==> config.mk <==
export PLATFORM = sky130hd
export DESIGN_NAME = image_ram_arbiter
export DESIGN_NICKNAME = d
export VERILOG_FILES = /design/src/rtl/image_ram_arbiter.sv
export SDC_FILE = /design/constraint.sdc
export NUM_CORES = 1
export LEC_CHECK = 0
export CORE_MARGIN = 1.5
export CORE_UTILIZATION = 36
export CTS_CLUSTER_DIAMETER = 150
export CTS_CLUSTER_SIZE = 28
export DETAILED_ROUTE_END_ITERATION = 7
export GPL_TIMING_DRIVEN = 0
export PLACE_DENSITY = 0.85
export SETUP_SLACK_MARGIN = 0.5
export SLEW_MARGIN = 5
export SYNTH_ARGS = -nofsm -noshare
export SYNTH_HDL_FRONTEND = slang
export SYNTH_SLANG_ARGS = --single-unit
==> constraint.sdc <==
create_clock -name clk -period 2.6 [get_ports clk]
set_input_delay 0.52 -clock clk [delete_from_list [all_inputs] [get_ports clk]]
set_output_delay 0.52 -clock clk [all_outputs]
set_load 0.02 [all_outputs]
==> src/rtl/image_ram_arbiter.sv <==
// Two-requester arbiter for a single-port image RAM: decoder (req1) has priority, filter (req2)
// second; optional starvation guard for the filter is enabled by defining ARB_STARVE_GUARD_EN.
module image_ram_arbiter #(
  parameter int DATA_WIDTH    = 8,
  parameter int ADDRESS_WIDTH = 17,
  parameter int STARVE_LIMIT  = 16
) (
  input  logic                     clk,
  input  logic                     rst,
  input  logic                     req1,
  input  logic                     req2,
  input  logic                     lock1,
  input  logic                     lock2,
  input  logic                     we1,
  input  logic                     we2,
  input  logic [ADDRESS_WIDTH-1:0] addr1,
  input  logic [ADDRESS_WIDTH-1:0] addr2,
  input  logic [DATA_WIDTH-1:0]    wdata1,
  input  logic [DATA_WIDTH-1:0]    wdata2,
  output logic                     gnt1,
  output logic                     gnt2,
  output logic [DATA_WIDTH-1:0]    rdata1,
  output logic [DATA_WIDTH-1:0]    rdata2,
  output logic                     rvalid1,
  output logic                     rvalid2,
  output logic                     ram_ce,
  output logic                     ram_we,
  output logic [ADDRESS_WIDTH-1:0] ram_address,
  output logic [DATA_WIDTH-1:0]    ram_wdata,
  input  logic [DATA_WIDTH-1:0]    ram_rdata,
  output logic                     avail2
);

  typedef enum logic [1:0] {
    IDLE  = 2'd0,
    LOCK1 = 2'd1,
    LOCK2 = 2'd2
  } state_t;

  state_t                     state_q, state_d;
  logic                       rvalid1_q, rvalid1_d;
  logic                       rvalid2_q, rvalid2_d;
  logic [ADDRESS_WIDTH-1:0]   addr_q, addr_d;
  logic [DATA_WIDTH-1:0]      wdata_q, wdata_d;
  logic                       starve_fire;

`ifdef ARB_STARVE_GUARD_EN
  localparam int CW = $clog2(STARVE_LIMIT + 1);
  logic [CW-1:0] starve_q, starve_d;

  assign starve_fire = (starve_q == CW'(STARVE_LIMIT));

  // Counts consecutive cycles the filter waits; saturates so it cannot wrap past the limit.
  always_comb begin
    starve_d = '0;
    if (req2 && !gnt2) begin
      starve_d = (starve_q == CW'(STARVE_LIMIT)) ? starve_q : starve_q + CW'(1);
    end
  end

  always_ff @(posedge clk) begin
    if (rst) begin
      starve_q <= '0;
    end else begin
      starve_q <= starve_d;
    end
  end
`else
  assign starve_fire = 1'b0;
`endif

  // Grant decision and next state; the starvation override beats priority and LOCK1.
  always_comb begin
    gnt1    = 1'b0;
    gnt2    = 1'b0;
    state_d = state_q;
    if (!rst) begin
      if (starve_fire && req2) begin
        gnt2    = 1'b1;
        state_d = lock2 ? LOCK2 : IDLE;
      end else begin
        case (state_q)
          LOCK1: begin
            gnt1    = req1;
            state_d = (req1 && lock1) ? LOCK1 : IDLE;
          end
          LOCK2: begin
            gnt2    = req2;
            state_d = (req2 && lock2) ? LOCK2 : IDLE;
          end
          default: begin
            state_d = IDLE;
            if (req1) begin
              gnt1    = 1'b1;
              state_d = lock1 ? LOCK1 : IDLE;
            end else if (req2) begin
              gnt2    = 1'b1;
              state_d = lock2 ? LOCK2 : IDLE;
            end
          end
        endcase
      end
    end
  end

  always_comb begin
    addr_d    = addr_q;
    wdata_d   = wdata_q;
    if (gnt1) begin
      addr_d  = addr1;
      wdata_d = wdata1;
    end else if (gnt2) begin
      addr_d  = addr2;
      wdata_d = wdata2;
    end
    rvalid1_d = gnt1 && !we1;
    rvalid2_d = gnt2 && !we2;
  end

  always_ff @(posedge clk) begin
    if (rst) begin
      state_q   <= IDLE;
      rvalid1_q <= 1'b0;
      rvalid2_q <= 1'b0;
      addr_q    <= '0;
      wdata_q   <= '0;
    end else begin
      state_q   <= state_d;
      rvalid1_q <= rvalid1_d;
      rvalid2_q <= rvalid2_d;
      addr_q    <= addr_d;
      wdata_q   <= wdata_d;
    end
  end

  // The RAM bus follows the grant in the same cycle and parks on the last granted access.
  assign ram_ce      = gnt1 || gnt2;
  assign ram_we      = (gnt1 && we1) || (gnt2 && we2);
  assign ram_address = rst ? '0 : addr_d;
  assign ram_wdata   = rst ? '0 : wdata_d;

  // A read issued just before reset must not surface while reset is held.
  assign rvalid1 = rvalid1_q && !rst;
  assign rvalid2 = rvalid2_q && !rst;
  assign rdata1  = ram_rdata;
  assign rdata2  = ram_rdata;

  assign avail2 = !rst && (starve_fire || (!req1 && (state_q != LOCK1)));

endmodule
### Sequential cells grouped by signal name

Other sequential cells in the stronger grey, the rest of the logic in the fainter grey.
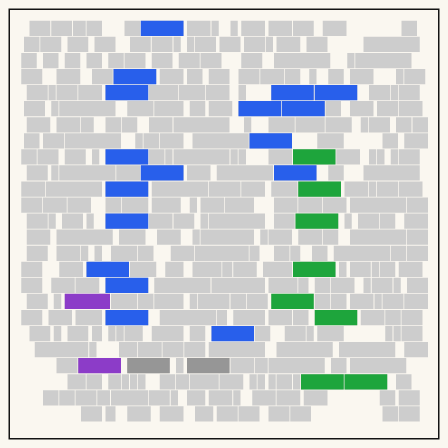
- blue: `addr_q` (flops 17)
- purple: `state_q` (flops 2)
- green: `wdata_q` (flops 8)
share of the core filled with cells: 0.833
sequential share of cell area: 0.149
storage element area: 582 um^2
sequential power: 0.000492 W

### Pin placement

Pins as bars across the die edge, other pins in grey.
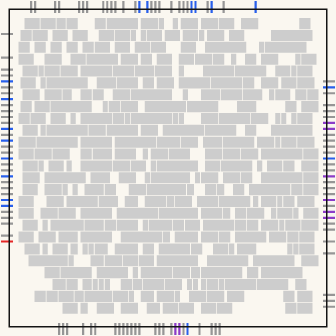
- blue: `ram_address` (pins 17; direction output; edge 8 left, 6 top, 2 right, 1 bottom)
- red: `lock1` (pins 1; direction input; edge left)
- purple: `wdata2` (pins 8; direction input; edge 6 right, 2 bottom)
PortBufs: 105
DIE HEIGHT: 72.5 um

### Wiring by layer

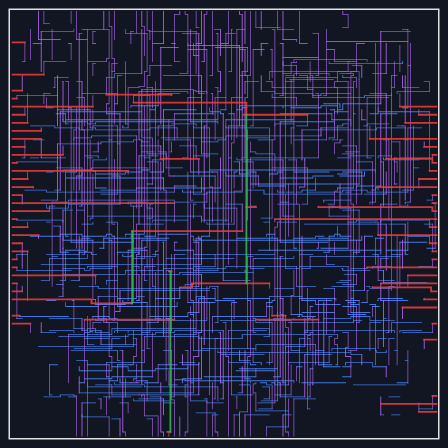
- purple: metal 2 (wire length 3,590 um)
- red: metal 3 (wire length 454 um)
- green: metal 4 (wire length 68.0 um)
- blue: metal 1 (wire length 2,740 um)
Total GRT Usage: 0.260
Wirelength per Cell: 17.2 um
total number of vias: 2,141
drt total wl: 6.85 mm

==> results.ini <==
[clock_tree]
clockBufferDepth=2
cts_buffers=5
cts_tree=built
clock_sinks=29
root_buffer=clkbuf_8

[critical_path]
arrival_ns=2.18
crit_type=in -> out
startpoint_type=input port
crit_path_end_kind=output port
critPathRequiredTime_ns=2.08
cp_max_fo=10

[power]
ir_worst_vdd_uv=261
p_sw_frac=0.319
comb_power_share=0.437
power.leakage_nw=1.56
total_power_w=0.00154
p_switching_w=0.000491

[logic_synthesis]
ys_chip_area_um2=1740
synth-main-ff-cell=dfxtp_1
yosysWarnings=0
synth_flops=29
netlist_area_um2=1740
synth_cells=215
ys_seq_frac=0.334
yosysUniqueCellTypes=23
edf_count=0
ys_cells=215
syn_nets=283
synthArstFlopShare=0
synth.avg_cell_area_um2=8.08

[final_timing]
period_minus_slack_ns=2.70
max_freq_ghz=0.371
rsz0062_at_grt=yes
hold_viol_final=0
drv_slew=0
setup_viol=25
holdWs_ns=0.544
tightest_slew_ns=0.578
finalClockSkew_ns=0.00738
setup_slack_ns=-0.0957
period_used_share=1.04

[final_layout]
finalNonFillerCells=399
final_layout_size_suffix_gt1_frac=0.487
fill_cells=275
final_cell_mix=70 x clkdlybuf4s50_1, 35 x buf_4, 34 x buf_6
nets=413
area_growth_pct=125
layout_top_cell=clkdlybuf4s50_1
area.combinational_um2=1440
diodes=0
final_area_um2=3910

[routing]
dr.first_iter.drc_count=132
drc=0
avgViaCountPerCell=5.37
firstDrtPassIters=4
ant_nets=0

[global_route]
overflow=0
grt_pass1_vias=2220
antenna_found_initial=0
grt_pass1_wl_mm=10.4

[job]
warnings=30
maxCapViolations=0

[floorplanning]
boundaryPins=114
die_x_um=72.5
fp_util=0.370
core-area_um2=4690
dieArea_um2=5250
rows=25

[place]
dp_worst_setup_slack_ns=-0.920
gp_congestion=0.726
place_inst=374
place_area_um2=3490
dpl.hpwl_mm=4.60

[outcome]
violations=negative setup slack
status=finished with violations

[hold_path]
min_path_type=reg -> reg

final timing paths:
kind | cells after the start | slack, ns | end | startpoint
worst min-delay path | 2 | 0.54 | wdata_q[7] | wdata_q[7]
worst max-delay path | 6 | -0.1 | ram_address[14] | rst
worst min register to register | 2 | 0.54 | wdata_q[7] | wdata_q[7]
worst max register to register | 8 | 0.66 | addr_q[7] | state_q[0]
sequential cells by signal (all words and copies together) (netlist names):
signal and flops:
rvalid1_q 1, wdata_q 8, state_q 2, addr_q 17
rvalid2_q 1
area by class of cell:
class / count / area share
multi-input cells: 117 / 0.368
well taps: 54 / 0.0173
plain buffers: 40 / 0.106
inverters: 29 / 0.0279
repair buffers: 123 / 0.310
clock buffers: 7 / 0.0221
flip-flops and latches: 29 / 0.149
what timing repair did:
item	CTS	global route
hold buffers	0	0
hold endpoints to repair	0	0
pin swaps	24	3
setup buffers	14	3
endpoints found under the setup margin	47	31
resized	206	19
cloned	1	0
cells in the mapped netlist, types with 2 or more instances:
cell,n,share of area
a311oi_1,25,0.13
buf_1,2,0.0043
buf_2,4,0.012
buf_4,16,0.069
buf_6,3,0.019
clkbuf_1,15,0.032
dfxtp_1,29,0.33
ha_1,2,0.014
inv_1,28,0.060
nor2_1,29,0.063
nor2b_1,2,0.0072
o31ai_1,25,0.11
or4_1,25,0.11
metal layers:
metal	up-vias	track usage	share of wire
met5	-	0	0
met4	0	0.0692	0.0099
met3	7	0.0792	0.066
met2	80	0.469	0.52
met1	1024	0.296	0.40
li1	1030	-	-
power groups by stage:
stage	Clock [W]	Sequential, W	Combinational (W)
5_1_grt	0.000396	0.000495	0.000705
6_report	0.000375	0.000492	0.000672
3_3_place_gp	0	0.000496	0.000577
4_1_cts	0.000376	0.000490	0.000649
3_5_place_dp	0	0.000499	0.000585
2_1_floorplan	0	0.000495	0.000355
worst max-delay path: stages:
cell and delay (ns):
dlygate4sd2_1 0.29, nand2b_4 0.20, buf_6 0.16, or4_4 0.53, a311oi_4 0.30, buf_6 0.17
per-stage QoR:
stage                     setup TNS [ns]  utilization
after floorplan                        0            -
after global placement            -21.62        0.745
after detailed placement          -22.62        0.745
after CTS                         -0.944        0.818
after global routing               -2.34        0.833
final                              -1.33        0.833
logic make-up (layout without fill, tap and decap cells):
logic type | after synthesis | count (layout) | share of synthesized area
flops | 29 | 29 | 0.334
fa+ha+maj | 2 | 2 | 0.0144
buf+inv | 69 | 199 | 0.199
simple gates | 64 | 64 | 0.213
compound gates | 51 | 51 | 0.239
Power is estimated from default activity; no workload was simulated.
